Figure 1. PDN straps and rails.
Scale bar: 20 microns. Pins as bars on the die edge.
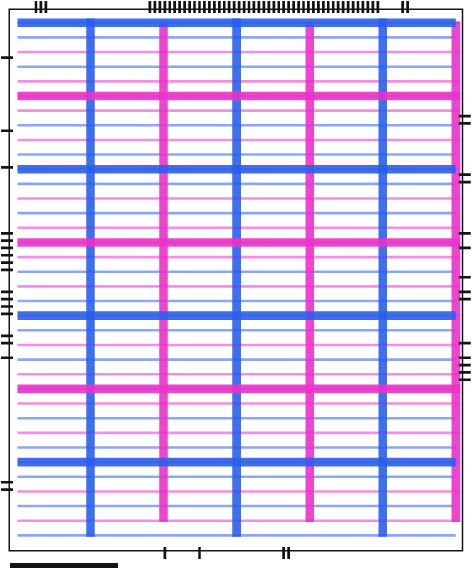
Figure 2. Cell classes on the final placement.
Scale bar: 20 microns.
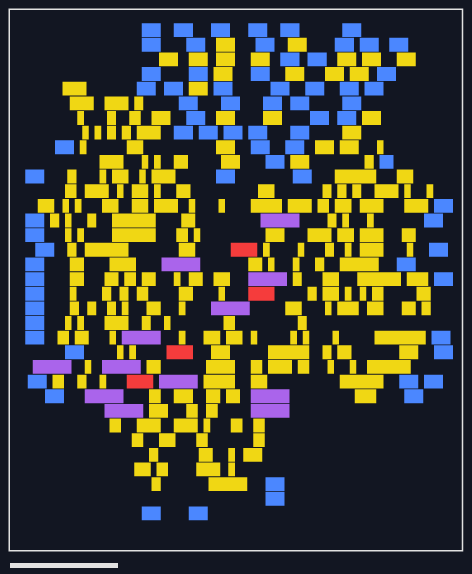
--- src/rtl/special_queue_pkg.sv ---
// Shared encodings and helpers for the special queue and its access arbiter.
// The queue and this arbiter both use the 2-bit operation flag {pop, push}.
package special_queue_pkg;

  localparam logic [1:0] OP_IDLE = 2'b00;
  localparam logic [1:0] OP_PUSH = 2'b01;
  localparam logic [1:0] OP_POP  = 2'b10;
  localparam logic [1:0] OP_BOTH = 2'b11;

  // Next round-robin pointer after a grant to index ptr among n ports (n <= 8).
  function automatic logic [2:0] rr_next(input logic [2:0] ptr, input int n);
    if (int'(ptr) >= n - 1) return 3'd0;
    return ptr + 3'd1;
  endfunction

endpackage

--- src/rtl/rr_arbiter.sv ---
// Round-robin arbiter with a registered priority pointer.
// The pointer moves one past the granted index, and holds when there is no grant.
module rr_arbiter
  import special_queue_pkg::*;
#(
  parameter int N = 4,
  localparam int IW = (N > 1) ? $clog2(N) : 1
) (
  input  logic          clk,
  input  logic          rst_n,
  input  logic [N-1:0]  req,
  input  logic          en,
  output logic [N-1:0]  gnt,
  output logic [IW-1:0] gnt_idx,
  output logic          any_gnt
);

  logic [IW-1:0] ptr;

  // Scan from the pointer upward, wrapping. The first requester found wins.
  always_comb begin
    int idx;
    gnt     = '0;
    gnt_idx = '0;
    any_gnt = 1'b0;
    idx     = 0;
    if (en && rst_n) begin
      for (int k = 0; k < N; k++) begin
        idx = int'(ptr) + k;
        if (idx >= N) idx = idx - N;
        if (!any_gnt && req[IW'(idx)]) begin
          any_gnt           = 1'b1;
          gnt[IW'(idx)]     = 1'b1;
          gnt_idx           = IW'(idx);
        end
      end
    end
  end

  always_ff @(posedge clk) begin
    if (!rst_n) begin
      ptr <= '0;
    end else if (any_gnt) begin
      ptr <= IW'(rr_next(3'(gnt_idx), N));
    end
  end

endmodule

--- src/rtl/queue_access_arbiter.sv ---
// Arbitrates NUM_PROD producers and NUM_CONS consumers onto one special queue,
// returns popped words to their consumer, and keeps a shadow occupancy count.
module queue_access_arbiter
  import special_queue_pkg::*;
#(
  parameter int NUM_PROD = 4,
  parameter int NUM_CONS = 4,
  parameter int DATA_W   = 8,
  parameter int DEPTH    = 16,
  localparam int PW = $clog2(NUM_PROD),
  localparam int CW = $clog2(NUM_CONS),
  localparam int LW = $clog2(DEPTH + 1)
) (
  input  logic                       clk,
  input  logic                       rst_n,
  input  logic [NUM_PROD-1:0]        prod_req,
  input  logic [NUM_PROD*DATA_W-1:0] prod_data,
  output logic [NUM_PROD-1:0]        prod_gnt,
  input  logic [NUM_CONS-1:0]        cons_req,
  output logic [NUM_CONS-1:0]        cons_gnt,
  output logic                       cons_valid,
  output logic [CW-1:0]              cons_id,
  output logic [DATA_W-1:0]          cons_data,
  output logic                       q_push,
  output logic                       q_pop,
  output logic [DATA_W-1:0]          q_wdata,
  output logic [1:0]                 q_op,
  input  logic [DATA_W-1:0]          q_rdata,
  input  logic                       q_full,
  input  logic                       q_empty,
  output logic [LW-1:0]              level
);

  // Handshake: req is level-held until gnt. A gnt means the transfer happens
  // in that same cycle. Dropping req before gnt withdraws the request.

  logic          pop_ok;
  logic          push_ok;
  logic [PW-1:0] prod_idx;
  logic [CW-1:0] cons_idx;
  logic          rd_valid;
  logic [CW-1:0] rd_id;
  logic [LW-1:0] lvl;
  logic          sat_up;
  logic          sat_dn;

  // The consumer side is resolved first because q_pop feeds push_ok.
  assign pop_ok = !q_empty;

  rr_arbiter #(.N(NUM_CONS)) u_cons_arb (
    .clk     (clk),
    .rst_n   (rst_n),
    .req     (cons_req),
    .en      (pop_ok),
    .gnt     (cons_gnt),
    .gnt_idx (cons_idx),
    .any_gnt (q_pop)
  );

  assign push_ok = !q_full || q_pop;

  rr_arbiter #(.N(NUM_PROD)) u_prod_arb (
    .clk     (clk),
    .rst_n   (rst_n),
    .req     (prod_req),
    .en      (push_ok),
    .gnt     (prod_gnt),
    .gnt_idx (prod_idx),
    .any_gnt (q_push)
  );

  assign q_wdata = prod_data[prod_idx*DATA_W +: DATA_W];

  always_comb begin
    q_op = OP_IDLE;
    if (q_pop && q_push) q_op = OP_BOTH;
    else if (q_pop)      q_op = OP_POP;
    else if (q_push)     q_op = OP_PUSH;
  end

  // Return path: the queue presents read data one cycle after the pop.
  always_ff @(posedge clk) begin
    if (!rst_n) begin
      rd_valid <= 1'b0;
      rd_id    <= '0;
    end else begin
      rd_valid <= q_pop;
      if (q_pop) rd_id <= cons_idx;
    end
  end

  assign sat_up = q_push && !q_pop && (lvl == LW'(DEPTH));
  assign sat_dn = q_pop && !q_push && (lvl == '0);

  always_ff @(posedge clk) begin
    if (!rst_n) begin
      lvl <= '0;
    end else begin
      level_mismatch: assert (!(sat_up || sat_dn));
      if (q_push && !q_pop && !sat_up)      lvl <= lvl + LW'(1);
      else if (q_pop && !q_push && !sat_dn) lvl <= lvl - LW'(1);
    end
  end

  // Registered outputs read as zero for the whole time reset is held.
  assign cons_valid = rd_valid && rst_n;
  assign cons_id    = rst_n ? rd_id : '0;
  assign cons_data  = q_rdata;
  assign level      = rst_n ? lvl : '0;

endmodule
--- config.mk ---
export PLATFORM = sky130hd
export DESIGN_NAME = queue_access_arbiter
export DESIGN_NICKNAME = d
export VERILOG_FILES = /design/src/rtl/special_queue_pkg.sv /design/src/rtl/rr_arbiter.sv /design/src/rtl/queue_access_arbiter.sv
export SDC_FILE = /design/constraint.sdc
export NUM_CORES = 1
export LEC_CHECK = 0
export CAP_MARGIN = 20
export CELL_PAD_IN_SITES_DETAIL_PLACEMENT = 1
export CELL_PAD_IN_SITES_GLOBAL_PLACEMENT = 2
export CORE_ASPECT_RATIO = 1.2
export CORE_UTILIZATION = 26
export DETAILED_ROUTE_END_ITERATION = 10
export GPL_TIMING_DRIVEN = 1
export PLACE_DENSITY = 0.88
export SYNTH_ARGS = -nofsm -noshare
export SYNTH_HDL_FRONTEND = slang
export SYNTH_SLANG_ARGS = --single-unit
--- constraint.sdc ---
create_clock -name clk -period 7.9 [get_ports clk]
set_input_delay 1.58 -clock clk [delete_from_list [all_inputs] [get_ports clk]]
set_output_delay 1.58 -clock clk [all_outputs]
set_load 0.02 [all_outputs]
==> results.cfg <==
; implementation run metrics
[sta]
finalClockPeriodUsage_pct = 81.7
worst_slew_pin_slew_ps = 810
period_minus_slack_ps = 6460
max_freq_mhz = 155
max_slew_margin_pct = 45.2
grt_setup_unrepaired = no
finalClockSkew_ps = 5.05
finalMaxSlewViolations = 0

[status]
status = finished, violations left
violations = DRC

[pwr]
p_total_mw = 0.617
power_leakage_nw = 1.11
p_per_area_mw_per_mm2 = 217

[final_layout]
regMostFlops = lvl
area_delta_synth_final_pct = 35.7
largest_reg_flops = 5
drive_gt1_share_pct = 8.91
antenna_cells = 0
flop_area_sq_um = 240
nets = 377

[detailed_routing]
vias = 2000
routedWlPerCell_microns = 15.6
drc_errors = 4
vias_per_cell = 5.06

[global_routing]
grt_pass1_vias = 2028

[floorplan]
die_w_microns = 83.9

[synth]
yosys-top-cells-count = 29 x mux2i_1, 21 x nand2_1, 21 x nor2_1
synthAoiAreaFrac_pct = 15.5
synth_nets = 321
netlist_logic_family_top = simple AND/OR/NAND/NOR gates
edf_count = 0
synthCells = 248
synth.distinct_cells = 55
yosys.area.top_type = mux2i_1
async_flop_share_pct = 0
ys_sh_simple_pct = 25.9
synth_chip_area_sq_mm = 0.00209
topCellsByArea = mux2i_1 14%, ha_1 12%, dfxtp_1 11%
flop_cell = dfxtp_1
top_area_share_pct = 13.9

[hold_path]
hold_class = flip-flop to flip-flop
hp-start = lvl[4]

[placed_design]
io_buffers = 71

[cts]
clockRootBuffer = clkbuf_8
cts_inserted_buffers = 3
cts.path.max_buffers = 2
cts.clk_slew.worst_paths_ps = 50
cts_tree = built
post_cts_buffers = 0
cts-resized-gates = 0
clk_latency_ps = 240

[critical_path]
crit_start = rst_n
cp.required_ps = 6320
slowest_stage = clkdlybuf4s50_1
slowest_delay_ps = 840
cp_max_fo = 18
r2r-start = u_prod_arb.ptr[0]

[run]
warnings = 40
Back to the opening pictures, Figure 1:
legend:
  magenta:
    net: VDD
  blue:
    net: VSS
rows: 35
met1 rails: 36
core region area: 0.00775 sq mm
VDD IR max: 0.0842 mV

Back to the opening pictures, Figure 2:
legend:
  blue:
    class: other buffers and delay cells
    cells: 72
    share_of_their_area: 26%
  purple:
    class: flops
    cells: 12
    share_of_their_area: 8.8%
  yellow:
    class: combinational and other logic
    cells: 215
    share_of_their_area: 63%
  red:
    class: clock drivers and dummy loads
    cells: 4
    share_of_their_area: 2.0%

## cell families after synthesis
family                   Yosys count
buffers and inverters             34
adder cells (fa/ha/maj)           21
XOR/XNOR                           6
AND-OR/OR-AND                     46
flip-flops                        12
multiplexers                      38
AND/OR/NAND/NOR                   91
## layout by cell type, fill, tap and decap left out, drive strengths merged, types with 7 or more instances in the layout
| cell type | n |
|---|---|
| mux4 | 7 |
| nand2 | 21 |
| and2 | 10 |
| inv | 13 |
| a21oi | 13 |
| dfxtp | 12 |
| mux2i | 29 |
| clkdlybuf4s50 | 71 |
| o21ai | 9 |
| nor2 | 22 |
| ha | 20 |
## cell type report
cell class / count / area share (%)
multi-input combinational: 202 / 58.6
timing repair buffer: 72 / 25.3
sequential: 12 / 8.45
tap: 92 / 4.05
clock buffer: 4 / 1.94
inverter: 13 / 1.72
## per-stage QoR
stage	worst slack, ps	cell area [sq um]	cells	hold slack [ps]	utilization, %
global route	1180	2840	395	523	36.7
finish	1440	2840	395	500	36.7
global placement	1520	2790	391	472	35.9
CTS	1380	2840	395	505	36.7
floorplan	2780	2090	248	449	-
detailed placement	1380	2790	391	492	35.9
## power breakdown
group	leakage (nW)	internal [mW]	switching, mW	total (mW)
sequential	0.0987	0.0719	0.0247	0.0966
clock	0.0288	0.0441	0.0236	0.0677
combinational	0.980	0.216	0.237	0.453
## per-layer routing
layer	GRT usage [%]	wire, microns
met1	17.7	2660
met3	2.06	211
met2	27.4	3220
met4	3.71	58
met5	0	0
## worst paths after layout
check	end	slack (ps)	cells past startpoint
worst max-delay path	q_wdata[5]	1440	8
worst min-delay path	lvl[4]	500	1
worst max register to register	lvl[4]	3540	13
worst min register to register	lvl[4]	500	1
No activity file was given, so power comes from the tool's default toggle rates.
